$ cat src/rtl/rh11_dma_xfer.sv
// RH11 data-transfer sequencer: moves one 36-bit word per iteration between the
// drive data path and KS10 memory, stepping RHWC/BA until the word count wraps to zero.
module rh11_dma_xfer #(
    parameter int unsigned TIMEOUT = 63
) (
    input  logic        clk,
    input  logic        rst,
    input  logic        devRESET,
    input  logic        rhCLR,
    input  logic        rhGO,
    input  logic        rhREAD,
    input  logic [15:0] rhWC,
    input  logic [17:0] rhBA,
    input  logic        drvRDY,
    input  logic [35:0] drvDATAI,
    output logic [35:0] drvDATAO,
    output logic        drvSTB,
    output logic        dmaREQ,
    input  logic        dmaACK,
    output logic        dmaWRITE,
    output logic [17:0] dmaADDR,
    input  logic [35:0] dmaDATAI,
    output logic [35:0] dmaDATAO,
    output logic        rhINCWC,
    output logic        rhINCBA,
    output logic        rhBUSY,
    output logic        rhDONE,
    output logic        rhNXM
);

    typedef enum logic [2:0] {
        IDLE,
        DRVWAIT,
        BUSREQ,
        DRVPUT,
        INC,
        DONE
    } state_t;

    // The last un-acked request cycle is the one whose count is TIMEOUT-1,
    // so dmaREQ stays up for exactly TIMEOUT cycles before NXM is flagged.
    localparam logic [5:0] CNT_LAST = 6'(TIMEOUT - 1);

    state_t      state_q;
    logic        dir_q;
    logic [35:0] buf_q;
    logic [5:0]  cnt_q;
    logic        stb_q;
    logic        nxm_q;

    always_ff @(posedge clk or negedge rst) begin
        if (!rst) begin
            state_q <= IDLE;
            dir_q   <= 1'b0;
            buf_q   <= '0;
            cnt_q   <= '0;
            stb_q   <= 1'b0;
            nxm_q   <= 1'b0;
        end else begin
            stb_q <= 1'b0;
            cnt_q <= '0;
            if (devRESET || rhCLR) begin
                state_q <= IDLE;
                nxm_q   <= 1'b0;
            end else begin
                case (state_q)
                    IDLE: begin
                        if (rhGO) begin
                            nxm_q   <= 1'b0;
                            dir_q   <= rhREAD;
                            state_q <= rhREAD ? DRVWAIT : BUSREQ;
                        end
                    end
                    DRVWAIT: begin
                        if (drvRDY) begin
                            buf_q   <= drvDATAI;
                            stb_q   <= 1'b1;
                            state_q <= BUSREQ;
                        end
                    end
                    BUSREQ: begin
                        // An ack arriving on the final count still completes the word.
                        if (dmaACK) begin
                            if (!dir_q) begin
                                buf_q <= dmaDATAI;
                            end
                            state_q <= dir_q ? INC : DRVPUT;
                        end else if (cnt_q == CNT_LAST) begin
                            nxm_q   <= 1'b1;
                            state_q <= DONE;
                        end else begin
                            cnt_q <= cnt_q + 6'd1;
                        end
                    end
                    DRVPUT: begin
                        if (drvRDY) begin
                            stb_q   <= 1'b1;
                            state_q <= INC;
                        end
                    end
                    INC: begin
                        if (rhWC == 16'hFFFF) begin
                            state_q <= DONE;
                        end else begin
                            state_q <= dir_q ? DRVWAIT : BUSREQ;
                        end
                    end
                    DONE: begin
                        state_q <= IDLE;
                    end
                    default: begin
                        state_q <= IDLE;
                    end
                endcase
            end
        end
    end

    assign rhBUSY   = (state_q != IDLE);
    assign dmaREQ   = (state_q == BUSREQ);
    assign dmaWRITE = dmaREQ & dir_q;
    assign dmaADDR  = rhBUSY ? rhBA : '0;
    assign dmaDATAO = buf_q;
    assign drvDATAO = buf_q;
    assign drvSTB   = stb_q;
    assign rhINCWC  = (state_q == INC);
    assign rhINCBA  = (state_q == INC);
    assign rhDONE   = (state_q == DONE);
    assign rhNXM    = nxm_q;

endmodule

$ cat config.mk
export PLATFORM = sky130hd
export DESIGN_NAME = rh11_dma_xfer
export DESIGN_NICKNAME = d
export VERILOG_FILES = /design/src/rtl/rh11_dma_xfer.sv
export SDC_FILE = /design/constraint.sdc
export NUM_CORES = 1
export LEC_CHECK = 0
export ABC_AREA = 1
export CORE_ASPECT_RATIO = 0.5
export CORE_MARGIN = 2
export CORE_UTILIZATION = 32
export DETAILED_ROUTE_END_ITERATION = 10
export GPL_TIMING_DRIVEN = 0
export PLACE_DENSITY = 0.82
export SYNTH_ARGS = -nofsm -noshare
export SYNTH_HDL_FRONTEND = slang
export SYNTH_SLANG_ARGS = --single-unit
$ cat constraint.sdc
create_clock -name clk -period 1.4 [get_ports clk]
set_clock_uncertainty 0.1 [all_clocks]
set_input_delay 0.14 -clock clk [delete_from_list [all_inputs] [get_ports clk]]
set_output_delay 0.14 -clock clk [all_outputs]
set_load 0.005 [all_outputs]
==> images/sizes.png <==
Scale bar: 50 um.
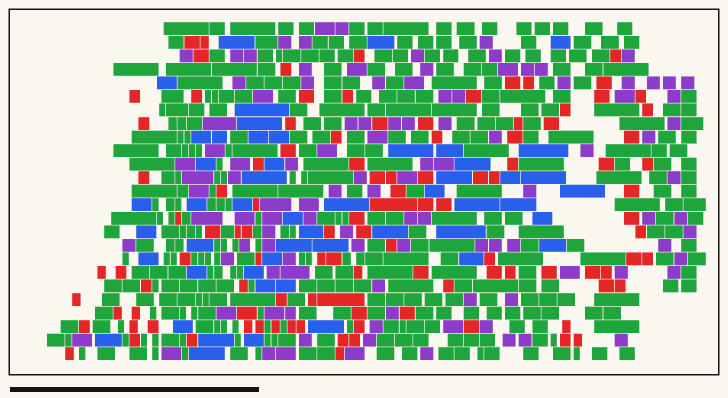
color	size	cells
blue	_6 and larger	51
red	_2 cells	106
green	_0 and _1 cells	365
purple	_3 and _4 cells	109

==> images/logic_types.png <==
Scale bar: 50 um.
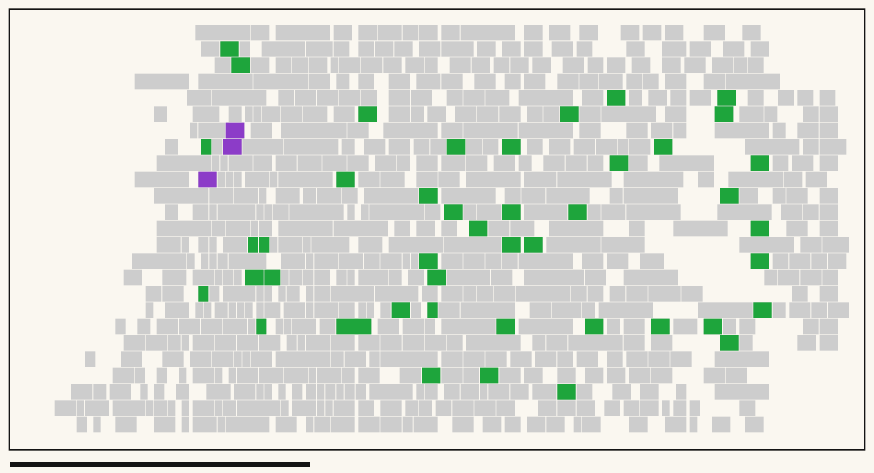
color	family	cells	most used
green	aoi and oai cells	44	o21ai_2
purple	xor and xnor cells	3	xor2_1

==> images/placement_by_type.png <==
Scale bar: 50 um.
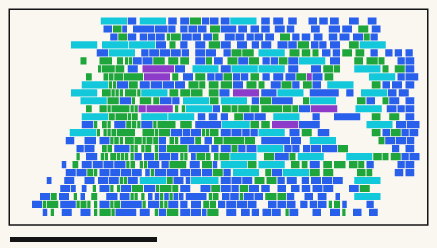
color	class	cells	share of their area
cyan	sequential cells	48	19%
blue	remaining buffers and delay cells	323	49%
green	combinational and other logic	252	29%
purple	clock drivers and dummy loads	8	2.7%
Seq area share: 18.74%
post-layout utilization of the core: 68.68%
fin area: 6424 um2

==> impl_results.rst <==
Synthesis and place-and-route
=============================

.. list-table::
   :header-rows: 1

   * - Metric
     - Value
   * - Outcome
     - finished, violations left
   * - Violated checks
     - negative setup slack
   * - Multiplexer share of the synthesized area
     - approximately an eighth
   * - HPWL after detailed placement
     - 8.116 mm
   * - Synthesis warning total
     - 0
   * - Standard-cell row count
     - 25
   * - Leftover overflow at the end of global routing
     - 0
   * - Post-detailed-route via-to-cell ratio
     - around 4.9
   * - Fill cells
     - 611
   * - Post-Route WL
     - 14.45 mm
   * - Total global-route track usage
     - 23.47%
   * - Distinct lib cells used
     - 29
   * - Number of cells in the yosys synthesis report
     - ~350
   * - PwrDens
     - between 1000 and 1500 nW/um2
   * - Most frequent logic cell in the layout
     - sky130_fd_sc_hd__clkdlybuf4s50_1
   * - Crit path DRT
     - around 1500 ps
   * - # DRC
     - 0
   * - Register area share after synthesis
     - approximately two fifths
   * - Share of the clock period used by the worst path after layout
     - 132.8%
   * - Setup crit end kind
     - flop
   * - CTS Buf Count
     - 5
   * - Post-cts sizing count
     - 271
   * - Top Layout Cells
     - sky130_fd_sc_hd__clkdlybuf4s50_1, sky130_fd_sc_hd__buf_4, sky130_fd_sc_hd__dlygate4sd2_1, sky130_fd_sc_hd__dfrtp_1
   * - Gate count of the mapped netlist
     - ~350
   * - Floorplan Utilization
     - 32.70%
   * - Number of setup buffers added after CTS
     - 46
   * - Final #Nets
     - roughly 750
   * - Syn_area_per_cell
     - roughly 8.8 um2
   * - Final Setup Violations
     - ~73
   * - Data arrival time at the worst-slack endpoint
     - roughly 1900 ps
   * - Cell Area, Synth
     - approximately 3100 um2
   * - Max Cap Viol
     - 0
   * - Static power due to leakage
     - around 3.4 nW
   * - Pin slew with the least headroom to its limit
     - 467.1 ps
   * - Hold WC Path Type
     - in2async
   * - CTS hold repair buffers
     - 1
   * - Cell count after placement
     - 681
   * - Worst relative slew slack
     - 68.86%
   * - XOR Share, Synth
     - less than 1%
   * - Unrepaired setup endpoints after global routing
     - yes
   * - Depth of the CTS H-tree
     - 2
   * - And-or/or-and share of the synthesized area
     - roughly 12%
   * - Routed vias
     - 3,709
   * - Routed wire length per instance
     - between 15 and 20 um
   * - Setup slack of the critical path after layout
     - -459.1 ps
   * - Count of input and output buffers
     - approximately 210
   * - Adder Share, Synth
     - 0.8183%
   * - Placed standard-cell area
     - between 5000 and 6000 um2
   * - Largest fanout of any net on the critical path
     - 4
   * - Comb group
     - between 4 and 5 mW
   * - Antenna violations before repair
     - 0
   * - Total count of hold-check failures in the final report
     - 0
   * - Clock Power
     - approximately 1.4 mW
   * - Worst-skew pair later-pin latency
     - ~290 ps
   * - Cell internal pwr
     - 5.404 mW
   * - First-pass GRT wire length
     - approximately 19 mm
   * - Dominant non-sequential cell family after synthesis
     - simple AND/OR/NAND/NOR gates
   * - Core outline area
     - slightly above 9000 um2
   * - Post-CTS clock slew at the launch and capture registers of the worst setup and hold paths
     - 70 ps
   * - Final Max Slew Viols
     - 0
   * - Total cell area reported by yosys after synthesis
     - around 3000 um2
   * - TritonCTS clock tree
     - built
   * - Maximum frequency from static timing analysis
     - ~540 MHz
   * - Number of top-level pins
     - roughly 210
   * - Heaviest power group
     - combinational cells
   * - Die Ht
     - 73.13 um
   * - Setup TNS Final
     - -25,170 ps
   * - X dimension of the die
     - around 140 um
   * - Synth Area in Simple Gates
     - between 10% and 20%
   * - Layout Area Growth over Synthesis
     - 110.1%
   * - Layout cell share with drive strength beyond 1
     - roughly 42%
   * - Power share of the clock group
     - between 10% and 20%
   * - CTS Root Cell
     - sky130_fd_sc_hd__clkbuf_16
   * - Post-route antenna net violation count
     - 0
   * - Net switching power
     - approximately 2.7 mW
   * - Number of cells in the finished layout apart from fillers
     - ~750
   * - Switching power share of the total
     - 33.28%
   * - Asr flop ratio synth
     - 100.0%
   * - Buffer levels on the longest clock path
     - 2
   * - IR drop worst, VDD
     - ~520 uV
   * - Share of power burned in combinational logic
     - between 50% and 60%
   * - WHS
     - ~260 ps
   * - Synthesized netlist net count
     - 464
   * - Flip-flops with a built-in enable
     - 0
[cell usage after synthesis, types with 2 or more instances]
| cell | n | area share, % |
|---|---|---|
| sky130_fd_sc_hd__o21ai_1 | 2 | 0.33 |
| sky130_fd_sc_hd__mux2i_1 | 36 | 12 |
| sky130_fd_sc_hd__inv_1 | 33 | 4.1 |
| sky130_fd_sc_hd__buf_2 | 2 | 0.33 |
| sky130_fd_sc_hd__nand3_2 | 2 | 0.65 |
| sky130_fd_sc_hd__nand3_1 | 6 | 0.98 |
| sky130_fd_sc_hd__xor2_1 | 2 | 0.57 |
| sky130_fd_sc_hd__inv_2 | 4 | 0.49 |
| sky130_fd_sc_hd__o21ai_0 | 5 | 0.82 |
| sky130_fd_sc_hd__ha_1 | 2 | 0.82 |
| sky130_fd_sc_hd__o21ai_2 | 35 | 10 |
| sky130_fd_sc_hd__nor3_1 | 2 | 0.33 |
| sky130_fd_sc_hd__clkbuf_4 | 2 | 0.49 |
| sky130_fd_sc_hd__dfrtp_1 | 48 | 39 |
| sky130_fd_sc_hd__nor2_1 | 33 | 4.1 |
| sky130_fd_sc_hd__nand2_1 | 75 | 9.2 |
| sky130_fd_sc_hd__buf_6 | 8 | 2.9 |
| sky130_fd_sc_hd__nor2_2 | 3 | 0.61 |
| sky130_fd_sc_hd__buf_4 | 38 | 9.3 |
[area by class of cell]
| class | count | area (um2) | share of cell area, % |
|---|---|---|---|
| clock buffers | 5 | 125.1 | 1.948 |
| well taps | 121 | 151.4 | 2.357 |
| flip-flops and latches | 48 | 1204 | 18.74 |
| clock inverters | 3 | 42.54 | 0.6623 |
| plain buffers | 49 | 455.4 | 7.090 |
| inverters | 37 | 148.9 | 2.318 |
| multi-input cells | 215 | 1685 | 26.24 |
| repair buffers | 274 | 2611 | 40.65 |
[flip-flops by register name (all words and copies together), names as in the netlist]
name	cells
dir_q	1
drvSTB	1
rhNXM	1
state_q	3
dmaDATAO	36
cnt_q	6
[worst max-delay path: stages, from the launching register on]
cell and delay, ps:
sky130_fd_sc_hd__dfrtp_1 420, sky130_fd_sc_hd__nor2_2 190, sky130_fd_sc_hd__nand2_2 110, sky130_fd_sc_hd__buf_6 130, sky130_fd_sc_hd__buf_6 120, sky130_fd_sc_hd__o21ai_0 250, sky130_fd_sc_hd__nand2_1 150, sky130_fd_sc_hd__nand2_4 100
sky130_fd_sc_hd__nor2_4 40, sky130_fd_sc_hd__nand2_1 70, sky130_fd_sc_hd__nand2_1 70
[path summary, 6_finish.rpt]
kind,from,end,cells past startpoint
hold / removal,rst,cnt_q[3],2
setup reg to reg,state_q[1],state_q[1],10
setup / recovery,state_q[1],state_q[1],10
hold reg to reg,rhNXM,rhNXM,2
min in group clk,rhNXM,rhNXM,2
max in group asynchronous,rst,dmaDATAO[29],3
[layer usage]
metal  track usage, %  part of all wire, %  vias to the layer above
li1                 -                    -                     1640
met1            25.69                   37                     1794
met2            46.11                   53                      190
met3            3.675                  5.3                       85
met4            9.556                  5.4                        0
met5                0                    0                        -
Power is estimated from default activity; no workload was simulated.
